### src/rtl/mem_port_arbiter_pkg.sv
// Shared encodings for the memory port arbiter: owner FSM states and access sizes.
package mem_port_arbiter_pkg;

  localparam logic [1:0] OWN_IDLE = 2'd0;
  localparam logic [1:0] OWN_I_RD = 2'd1;
  localparam logic [1:0] OWN_D_RD = 2'd2;
  localparam logic [1:0] OWN_D_WR = 2'd3;

  localparam logic [1:0] MODE_BYTE = 2'b00;
  localparam logic [1:0] MODE_HALF = 2'b01;
  localparam logic [1:0] MODE_WORD = 2'b10;

endpackage

### src/rtl/mem_port_arbiter_starve_cnt.sv
// Saturating count of consecutive cycles the fetch port was denied; at_max forces a fetch grant.
module arb_starve_cnt #(
  parameter int STARVE_MAX = 3
) (
  input  logic clk,
  input  logic rst,
  input  logic inc_i,
  input  logic clr_i,
  output logic at_max_o
);

  localparam int CNT_W = $clog2(STARVE_MAX + 1);

  logic [CNT_W-1:0] cnt_q, cnt_d;

  assign at_max_o = (cnt_q == CNT_W'(STARVE_MAX));

  always_comb begin
    cnt_d = cnt_q;
    if (clr_i) begin
      cnt_d = '0;
    end else if (inc_i && !at_max_o) begin
      cnt_d = cnt_q + 1'b1;
    end
  end

  always_ff @(posedge clk or posedge rst) begin
    if (rst) begin
      cnt_q <= '0;
    end else begin
      cnt_q <= cnt_d;
    end
  end

endmodule

### src/rtl/mem_port_arbiter.sv
// Arbitrates a single-port synchronous memory between fetch and load/store ports,
// one access per cycle, data port first, with a starvation bound for fetch.
module mem_port_arbiter
  import mem_port_arbiter_pkg::*;
#(
  parameter int ADDR_W     = 8,
  parameter int DATA_W     = 32,
  parameter int STORE_M    = 2,
  parameter int STARVE_MAX = 3
) (
  input  logic               clk,
  input  logic               rst,
  input  logic               i_req,
  input  logic [ADDR_W-1:0]  i_addr,
  output logic [DATA_W-1:0]  i_rdata,
  output logic               i_valid,
  output logic               i_stall,
  input  logic               d_rd_req,
  input  logic               d_wr_req,
  input  logic [ADDR_W-1:0]  d_addr,
  input  logic [DATA_W-1:0]  d_wdata,
  input  logic [STORE_M-1:0] d_mode,
  output logic [DATA_W-1:0]  d_rdata,
  output logic               d_valid,
  output logic               d_stall,
  output logic               err,
  output logic               mem_en,
  output logic               mem_we,
  output logic [ADDR_W-1:0]  mem_addr,
  output logic [STORE_M-1:0] mem_mode,
  output logic [DATA_W-1:0]  mem_wdata,
  input  logic [DATA_W-1:0]  mem_rdata
);

  logic              d_req;
  logic              at_max;
  logic              fetch_grant;
  logic              data_grant;
  logic [1:0]        owner_q, owner_d;
  logic              err_q, err_d;
  logic [DATA_W-1:0] i_rdata_q, d_rdata_q;

  assign d_req       = d_rd_req | d_wr_req;
  assign fetch_grant = i_req & (at_max | ~d_req);
  assign data_grant  = d_req & ~(at_max & i_req);

  assign i_stall = i_req & ~fetch_grant;
  assign d_stall = d_req & ~data_grant;

  arb_starve_cnt #(
    .STARVE_MAX (STARVE_MAX)
  ) u_starve (
    .clk      (clk),
    .rst      (rst),
    .inc_i    (i_req & ~fetch_grant),
    .clr_i    (~i_req | fetch_grant),
    .at_max_o (at_max)
  );

  // A simultaneous read+write request is issued as a write.
  always_comb begin
    mem_en    = 1'b0;
    mem_we    = 1'b0;
    mem_addr  = '0;
    mem_mode  = '0;
    mem_wdata = '0;
    owner_d   = OWN_IDLE;
    if (fetch_grant) begin
      mem_en   = 1'b1;
      mem_addr = i_addr;
      mem_mode = STORE_M'(MODE_WORD);
      owner_d  = OWN_I_RD;
    end else if (data_grant) begin
      mem_en    = 1'b1;
      mem_we    = d_wr_req;
      mem_addr  = d_addr;
      mem_mode  = d_mode;
      mem_wdata = d_wdata;
      owner_d   = d_wr_req ? OWN_D_WR : OWN_D_RD;
    end
  end

  assign err_d = err_q | (d_rd_req & d_wr_req);
  assign err   = err_q;

  // Response cycle: memory data is live while owner names the reader; hold it afterwards.
  assign i_valid = (owner_q == OWN_I_RD);
  assign d_valid = (owner_q == OWN_D_RD) || (owner_q == OWN_D_WR);
  assign i_rdata = (owner_q == OWN_I_RD) ? mem_rdata : i_rdata_q;
  assign d_rdata = (owner_q == OWN_D_RD) ? mem_rdata : d_rdata_q;

  always_ff @(posedge clk or posedge rst) begin
    if (rst) begin
      owner_q   <= OWN_IDLE;
      err_q     <= 1'b0;
      i_rdata_q <= '0;
      d_rdata_q <= '0;
    end else begin
      owner_q <= owner_d;
      err_q   <= err_d;
      if (owner_q == OWN_I_RD) begin
        i_rdata_q <= mem_rdata;
      end
      if (owner_q == OWN_D_RD) begin
        d_rdata_q <= mem_rdata;
      end
    end
  end

endmodule
### config.mk
export PLATFORM = sky130hd
export DESIGN_NAME = mem_port_arbiter
export DESIGN_NICKNAME = d
export VERILOG_FILES = /design/src/rtl/mem_port_arbiter_pkg.sv /design/src/rtl/mem_port_arbiter_starve_cnt.sv /design/src/rtl/mem_port_arbiter.sv
export SDC_FILE = /design/constraint.sdc
export NUM_CORES = 1
export LEC_CHECK = 0
export CAP_MARGIN = 40
export CORE_MARGIN = 2
export CORE_UTILIZATION = 30
export DETAILED_ROUTE_END_ITERATION = 16
export HOLD_SLACK_MARGIN = 0.08
export MAX_ROUTING_LAYER = met4
export PLACE_DENSITY = 0.65
export SETUP_SLACK_MARGIN = 0.4
export SYNTH_ARGS = -nofsm -noshare
export SYNTH_HDL_FRONTEND = slang
export SYNTH_SLANG_ARGS = --single-unit
export TNS_END_PERCENT = 10
### constraint.sdc
create_clock -name clk -period 2.73 [get_ports clk]
set_input_delay 0.6825 -clock clk [delete_from_list [all_inputs] [get_ports clk]]
set_output_delay 0.6825 -clock clk [all_outputs]
set_load 0.05 [all_outputs]
Run 1, metal layers overlaid:
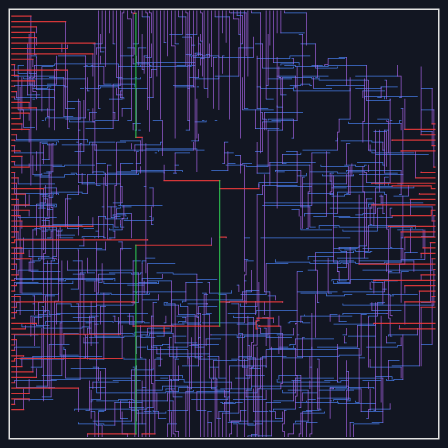
[blue] met1 | wire length: 3750 um
[green] met4 | wire length: 116 um
[purple] met2 | wire length: 4910 um
[red] met3 | wire length: 755 um
final wirelength: 9529 um
routed via count: 2515
drt wl/cell: 16.63 um
Global Route Usage Sum: 0.1661

Run 1, clock wiring as the flow saved it:
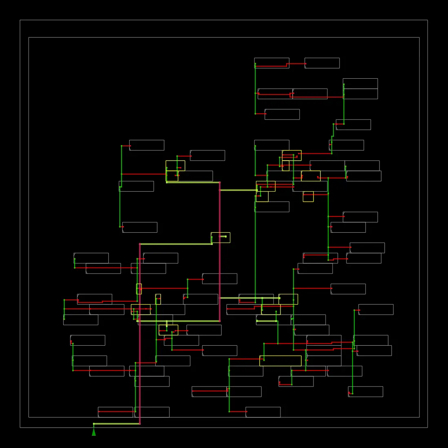
clock buffers: 11
registers: 69
Latency at later pin: 0.33 ns

Run 1, pin map:
Pins as bars across the die edge, other pins in grey.
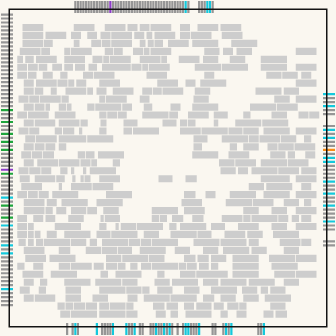
[green] `mem_addr` | pins: 8 | direction: output | edge: west
[cyan] `i_rdata` | pins: 32 | direction: output | edge: 14 south, 10 east, 5 west, 3 north
[purple] `mem_mode` | pins: 2 | direction: output | edge: 1 north, 1 west
[orange] `i_valid` | pins: 1 | direction: output | edge: east

Run 1, sequential cells coloured by netlist name:
Other sequential cells in the stronger grey, the rest of the logic in the fainter grey.
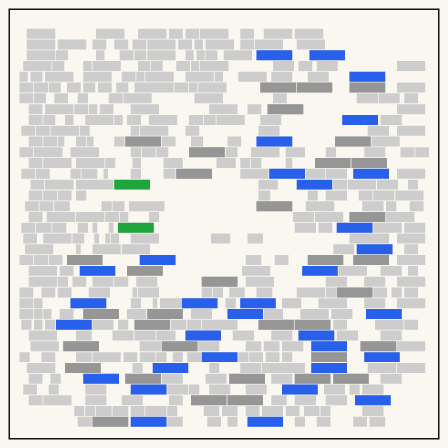
[blue] `d_rdata_q` | placed flops: 32 | where: spread over the die
[green] `u_starve.cnt_q` | placed flops: 2

==> impl_metrics.toml, run 1 <==
# synthesis and place-and-route metrics
[status]
status = "finished clean"

[cells_and_area]
drive_above_1_share = 0.5561
nets = 520
logic_area_um2 = 1429
seq_area_um2 = 1727
area_growth_pct = 102.5
fill_cells = 784
diodes = 0

[critical_path]
cp-end-kind = "output pin"
crit_buf_inv = 2
critPathKind = "reg -> out"
regToRegStartpoint = "owner_q[1]"
reg2reg_depth = 5
cp_top_family = "AND-OR/OR-AND gates"
path_cells = "ha_4 -> o21bai_2 -> buf_4 -> a32o_1 -> buf_12"
crit_slowest_cell = "dfrtp_1"
reg2reg_slack_ns = 1.26

[timing]
layout_worst_path_cycle_share = 0.8835
post-route-min-period_ns = 2.412
drv_slew = 0
tns_ns = 0
finalHoldViolCount = 0
setup_viol_count_final = 0
clock.fmax_ghz = 0.4146
slew_headroom = 0.6498

[synth]
mux_share = 0.2905
yosysCellCount = 208
ys_area_um2 = 3243
synthSimpleGateAreaFrac = 0.08218
fp_nets = 296
synth.top_cells.by_area = "dfrtp_1 (53%), mux2_4 (27%), and2_1 (6.6%)"
common_cells = "dfrtp_1 (69), mux2_4 (59), and2_1 (34)"
synthAdderAreaFrac = 0.003858
yosys_warnings = 0
synth_cell_types = 20
ys.flops = 69
edf_count = 0
synthesis.area_um2 = 3243
ys_sh_xor = 0
ys_sh_aoi = 0.04360
ys_seq_frac = 0.5324
synth_top_cell_by_count = "dfrtp_1"

[placed_design]
io_buffers = 199
gp_congestion = 0.7196

[clocking]
cts_tree = "done"
cts.clk_slew.worst_paths_ns = 0.07
ctsRootBufferMaster = "clkbuf_8"

[global_route]
grt-ovfl-total = 0
grt_max_degree = 37

[hold_path]
hp-start = "err"

[die]
fp_util = 0.3114
die_w_um = 108.0
ioPinCount = 200
rows = 37

[drt]
firstDrtPassIters = 4
drtIter0Drc = 60

[power_and_ir_drop]
power_density_nw_per_um2 = 680.1
irDropWorstVdd_mv = 0.3594

[job]
warnings = 28
-- run 1: cell type report --
class	count	share of cell area
timing repair buffer	227	0.4622
sequential	69	0.2629
multi-input combinational	122	0.2176
tap	136	0.02591
clock buffer	11	0.02000
clock inverter	5	0.009145
inverter	3	0.002286
-- run 1: what timing repair did --
item                                    4_1_cts  5_1_grt
resized                                      44        0
pin swaps                                     1        0
setup buffers                                 8        3
gates cloned                                  2        1
endpoints found under the setup margin       96      106
-- run 1: registers in the layout, indices dropped and copies added, names as in the netlist --
name and cells:
d_rdata_q 32, i_rdata_q 32, owner_q 2, u_starve.cnt_q 2
err 1
-- run 1: stage by stage --
stage               power [mW]  setup slack [ns]  std cells  cell area, um2  hold slack, ns
finish                   4.467            0.3181        573            6568          0.4558
global route             4.651            0.2466        573            6568          0.4674
CTS                      4.504            0.2916        569            6520          0.4602
detailed placement       3.598           0.01118        543            6110          0.4356
global placement         3.570           0.05670        543            6110          0.4262
floorplan                2.611            0.5178        208            3252          0.4160
-- run 1: cells in the final DEF, fill, tap and decap left out, types with 5 or more instances in the layout --
master / count
clkdlybuf4s50_1: 85
buf_12: 81
dfrtp_1: 69
mux2_4: 59
buf_4: 42
and2_1: 19
and2_4: 15
buf_6: 13
clkbuf_8: 9
a32o_1: 7
mux2_2: 5
-- run 1: worst max path at each step --
stage,cells past startpoint,startpoint,slack [ns],endpoint
final,5,u_starve.cnt_q[0],0.32,mem_addr[4]
after global routing,5,owner_q[1],0.25,i_rdata[26]
after CTS,5,owner_q[1],0.29,i_rdata[29]
after detailed placement,5,d_rd_req,0.01,mem_wdata[20]
after global placement,5,d_rd_req,0.06,mem_wdata[7]
after floorplan,2,d_wr_req,0.52,mem_mode[1]
-- run 1: per-layer routing --
layer / global-route usage / share of wire
met1: 0.1960 / 0.39
met5: - / 0
met3: 0.05546 / 0.079
met2: 0.2740 / 0.51
met4: 0.04212 / 0.012
-- run 1: power by group --
group          total [mW]  switching [mW]  leakage, nW  internal (mW)
registers            1.26          0.0556        0.806           1.21
clock network       0.813           0.386       0.0939          0.426
logic                2.39            1.27         2.11           1.12
total                4.47            1.71         3.01           2.75
-- run 1: kinds of logic (layout without fill, tap and decap cells) --
family,Yosys count,count (layout)
muxes,64,64
AOI/OAI and AO/OA,13,13
adders and majority gates,1,1
and+or+nand+nor,44,44
DFF,69,69
buffers and inverters,17,246
Run 1, selected gate families:
Bar = 20 um.
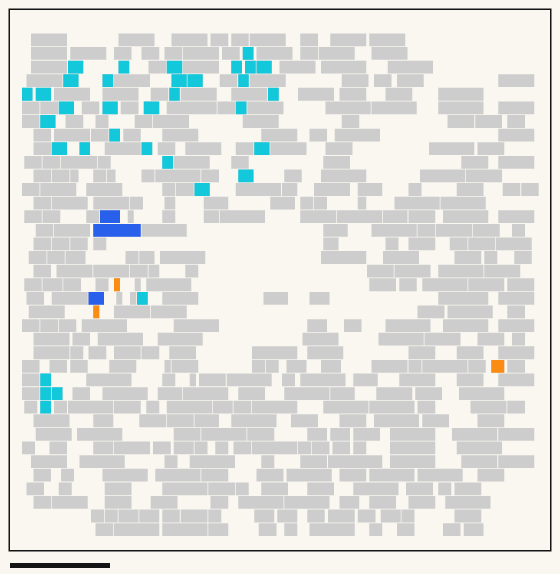

## Run 2: what changed since run 1
CORE_MARGIN = default   (was 2)
SYNTH_HIERARCHICAL = 1   (was default)
Run 2, selected gate families:
Bar = 20 um.
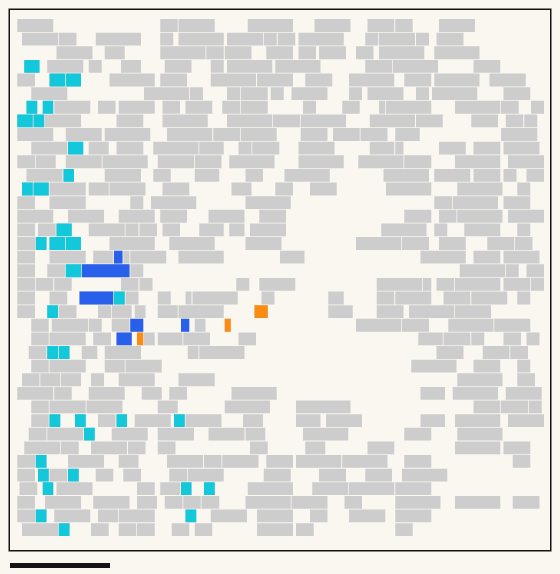
[cyan] AND and OR gates | cells: 34 | where: a column on the left
[orange] inverters | cells: 3
[blue] inverting AOI/OAI gates | cells: 6 | where: west

==> run 2 against run 1 <==
Effect of this change:
- non-clock buffer count decreased by 9
- setup slack improved by 0.0085 ns
- total power decreased by 3.6%
- combinational power decreased by 6%
- first-iteration DRC count increased by 13%
- utilization decreased by 2.4 points
- sequential share of layout area decreased by 0.15 points
- largest cell class unchanged
- highest routed layer unchanged
==> impl_metrics.toml, run 2 <==
# synthesis and place-and-route metrics
[critical_path]
reg2reg_slack_ns = 1.02
regToRegStartpoint = "u_starve/cnt_q[0]"
critPathKind = "in -> out"
startpoint = "d_rd_req"
path_cells = "clkdlybuf4s15_2 -> a2bb2oi_4 -> buf_12 -> and2_1 -> buf_12"
crit_slowest_cell = "clkdlybuf4s15_2"
cp_top_family = "buffers and inverters"

[timing]
layout_worst_path_cycle_share = 0.8804
setup_viol_count_final = 0
slew_headroom = 0.6003
finalHoldViolCount = 0
drv_slew = 0

[drt]
vias = 2536
wl_per_cell_um = 16.82
drtIter0Drc = 68
routed_wl_um = 9640
firstDrtPassIters = 4

[cells_and_area]
area_growth_pct = 96.65
diodes = 0
drive_above_1_share = 0.5520
layout_top_cells = "buf_12 (90), clkdlybuf4s50_1 (85), dfrtp_1 (69), mux2_4 (60), buf_4 (35)"
final_cell_area_um2 = 6606

[synth]
ys.flops = 69
synth.top_cells.by_area = "dfrtp_1 (51%), mux2_4 (27%), and2_1 (6.1%)"
common_cells = "dfrtp_1 (69), mux2_4 (60), and2_1 (33)"
edf_count = 0
ys_seq_frac = 0.5140
synthesis.area_um2 = 3359
yosysCellCount = 216

[power_and_ir_drop]
irDropWorstVdd_mv = 0.3318

[die]
ioPinCount = 200
fp_util = 0.3085
rows = 38

[placed_design]
post_dp_cell_area_um2 = 6270
placed_cells = 554

[global_route]
grt-ovfl-total = 0
grt_max_degree = 40
grt_usage = 0.1744

[status]
status = "finished clean"

[clocking]
clock_latency_ns = 0.33
cts_tree = "done"
Run 2, clock wiring as the flow saved it:
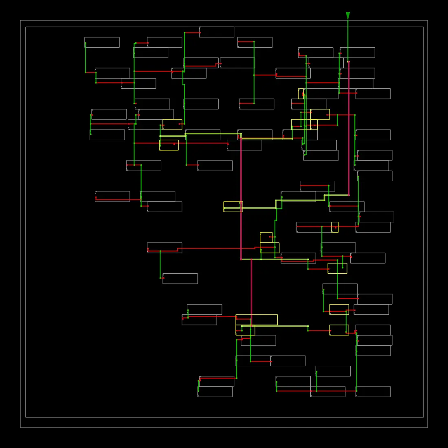
Worst Skew: 0.007353 ns
clk sinks: 69
TritonCTS buffer count: 9
clock network power: 0.807 mW

-- run 2: final cells by class --
type,instances,area (um2)
fillers,827,4282
repair buffers,218,3003
flip-flops and latches,69,1727
multi-input cells,128,1496
well taps,140,175.2
clock buffers,11,141.4
clock inverters,4,48.80
inverters,3,15.01
-- run 2: path summary, 6_finish.rpt --
path	endpoint	depth (start not counted)
worst max-delay path	mem_wdata[27]	5
worst min-delay path	err	1
worst max register to register	u_starve/cnt_q[0]	6
worst min register to register	err	1
max in group asynchronous	d_rdata_q[9]	3
min in group asynchronous	u_starve/cnt_q[0]	2
-- run 2: timing repair --
action / CTS / global route
setup endpoints to repair: 111 / 109
endpoints found under the hold margin: 0 / 0
gates resized: 40 / 5
buffers inserted: 0 / 2
pin swaps: 2 / 1
cloned: 1 / 1
-- run 2: worst register-to-register path, delay by kind of cell, from the launching register on --
family          cells  cell delay, ns
flops               1            0.43
simple gates        2            0.36
mux                 1            0.29
fa+ha+maj           1            0.20
compound gates      1            0.18
buf+inv             1            0.13
-- run 2: kinds of logic (layout without fill, tap and decap cells) --
logic type,count (synthesis),after routing,synth area share
flip-flops,69,69,0.5140
AND/OR/NAND/NOR,44,44,0.08417
adder cells (fa/ha/maj),1,1,0.003724
buffers and inverters,19,236,0.06108
AND-OR/OR-AND,18,18,0.05214
multiplexers,65,65,0.2849
-- run 2: report_power, final --
part           switching [mW]  total, mW  internal (mW)  leakage [nW]
combinational            1.19       2.25           1.06          2.14
clock                   0.367      0.807          0.441        0.0992
sequential             0.0529       1.25           1.19         0.807
-- run 2: metrics by stage --
stage                       util  TNS (ns)  setup slack [ns]  hold slack (ns)  power (mW)
final                     0.6068         0            0.3266           0.4700       4.307
after global placement    0.5758         0           0.03138           0.4542       3.474
after detailed placement  0.5758   -0.1227          -0.02897           0.4593       3.501
after floorplan                -         0            0.2955           0.4237       2.519
after CTS                 0.6029         0            0.2838           0.4760       4.360
after global routing      0.6068         0            0.2565           0.5047       4.479
-- run 2: per-layer routing --
layer | up-vias | part of all wire | GRT usage
li1 | 1168 | - | -
met1 | 1228 | 0.39 | 0.1902
met2 | 129 | 0.52 | 0.3049
met3 | 11 | 0.074 | 0.05024
met4 | 0 | 0.016 | 0.05577
met5 | - | 0 | -
## Run 3: what changed since run 2
CTS_CLUSTER_SIZE = 8   (was default)
Run 3, selected gate families:
Bar = 20 um.
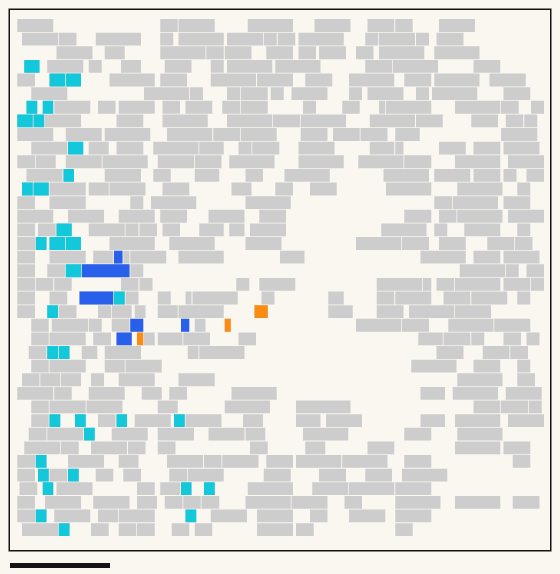
[blue] inverting AOI/OAI gates | cells: 6 | where: west
[orange] inverters | cells: 3
[cyan] AND and OR gates | cells: 34 | where: a column on the left
logic share of the area: 0.2265
fin cells: 573
most numerous logic cell after layout: buf_12

==> run 3 against run 2 <==
Effect of this change:
- die size did not move
- global-route usage stayed put
- fmax did not move
- area after synthesis did not move
- clock skew stayed put
- sequential share of layout area stayed put
- first-iteration DRC count is the same
- hold slack did not move
- critical path type unchanged
- critical endpoint unchanged
- largest cell class unchanged
- highest routed layer unchanged
==> impl_metrics.toml, run 3 <==
# synthesis and place-and-route metrics
[cells_and_area]
seq_area_um2 = 1727
drive_above_1_share = 0.5520
nets = 517
area_growth_pct = 96.65
final_util = 0.6068
final_cell_area_um2 = 6606
diodes = 0
top_regs = "d_rdata_q x32, i_rdata_q x32"

[power_and_ir_drop]
power_density_nw_per_um2 = 651.9

[synth]
common_cells = "dfrtp_1 (69), mux2_4 (60), and2_1 (33)"
fp_nets = 304
synthesis.area_um2 = 3359
yosys_warnings = 6
yosysCellCount = 216
ys_seq_frac = 0.5140

[timing]
post-route-min-period_ns = 2.403
whs_ns = 0.4700
setup_viol_count_final = 0
clock.fmax_ghz = 0.4161
slew_headroom = 0.6003
layout_worst_path_cycle_share = 0.8804

[clocking]
cts_tree = "done"
clock_latency_ns = 0.33
cts.sinks = 69

[critical_path]
crit_slowest_cell = "clkdlybuf4s15_2"
regToRegStartpoint = "u_starve/cnt_q[0]"
cp-end-kind = "output pin"
critPathKind = "in -> out"
reg2reg_depth = 6
critical_path_depth = 5
startpoint = "d_rd_req"
rr_endpoint = "u_starve/cnt_q[0]"

[die]
fp_util = 0.3085
die_w_um = 107.8
rows = 38

[drt]
drtIter0Drc = 68
firstDrtPassIters = 4

[global_route]
grt_usage = 0.1744
grt_max_degree = 40

[job]
warnings = 29

[status]
status = "finished clean"
Run 3, metal layers overlaid:
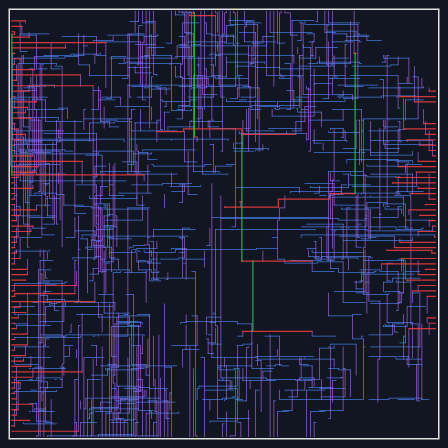
[green] met4 | wire length: 152 um
[red] met3 | wire length: 711 um
[blue] met1 | wire length: 3770 um
[purple] met2 | wire length: 5010 um
routed via count: 2536
drt wl/cell: 16.82 um

==> run 3: cell counts in the layout (fill, tap and decap cells not counted) <==
No cell type changed its count.
==> run 3: area by class of cell <==
type	instances	share of cell area
timing repair buffer	218	0.4545
sequential	69	0.2614
multi-input combinational	128	0.2265
tap	140	0.02652
clock buffer	11	0.02140
clock inverter	4	0.007386
inverter	3	0.002273
==> run 3: worst min-delay path by stage <==
| stage | from | to | slack [ns] | cells after the start |
|---|---|---|---|---|
| 3_3_place_gp | err | err | 0.45 | 1 |
| 2_1_floorplan | rst | u_starve/cnt_q[0] | 0.42 | 1 |
| 5_1_grt | i_rdata_q[13] | i_rdata_q[13] | 0.50 | 1 |
| 4_1_cts | err | err | 0.48 | 1 |
| 6_report | err | err | 0.47 | 1 |
| 3_5_place_dp | err | err | 0.46 | 1 |
==> run 3: layer usage <==
metal / vias up / GRT usage / part of all wire
met5: - / - / 0
met4: 0 / 0.05577 / 0.016
met3: 11 / 0.05024 / 0.074
met2: 129 / 0.3049 / 0.52
met1: 1228 / 0.1902 / 0.39
li1: 1168 / - / -
==> run 3: logic make-up after synthesis <==
| group | share of synthesized area |
|---|---|
| multiplexers | 0.2849 |
| flip-flops | 0.5140 |
| buffers and inverters | 0.06108 |
| AND-OR/OR-AND | 0.05214 |
| AND/OR/NAND/NOR | 0.08417 |
| adder cells (fa/ha/maj) | 0.003724 |
==> run 3: stage by stage <==
| stage | cells | TNS [ns] | total power [mW] | setup WS, ns |
|---|---|---|---|---|
| finish | 573 | 0 | 4.307 | 0.3266 |
| CTS | 570 | 0 | 4.360 | 0.2838 |
| detailed placement | 554 | -0.1227 | 3.501 | -0.02897 |
| floorplan | 216 | 0 | 2.519 | 0.2955 |
| global route | 573 | 0 | 4.479 | 0.2565 |
| global placement | 554 | 0 | 3.474 | 0.03138 |
==> run 3: report_power, final <==
group / total (mW) / internal [mW] / switching [mW]
clock network: 0.807 / 0.441 / 0.367
registers: 1.25 / 1.19 / 0.0529
logic: 2.25 / 1.06 / 1.19
total: 4.31 / 2.70 / 1.61
==> run 3: what timing repair did <==
item	CTS	global route
setup endpoints to repair	111	109
pin swaps	2	1
hold endpoints to repair	0	0
buffers inserted	0	2
cloned	1	1
gates resized	40	5
Power is estimated from default activity; no workload was simulated.
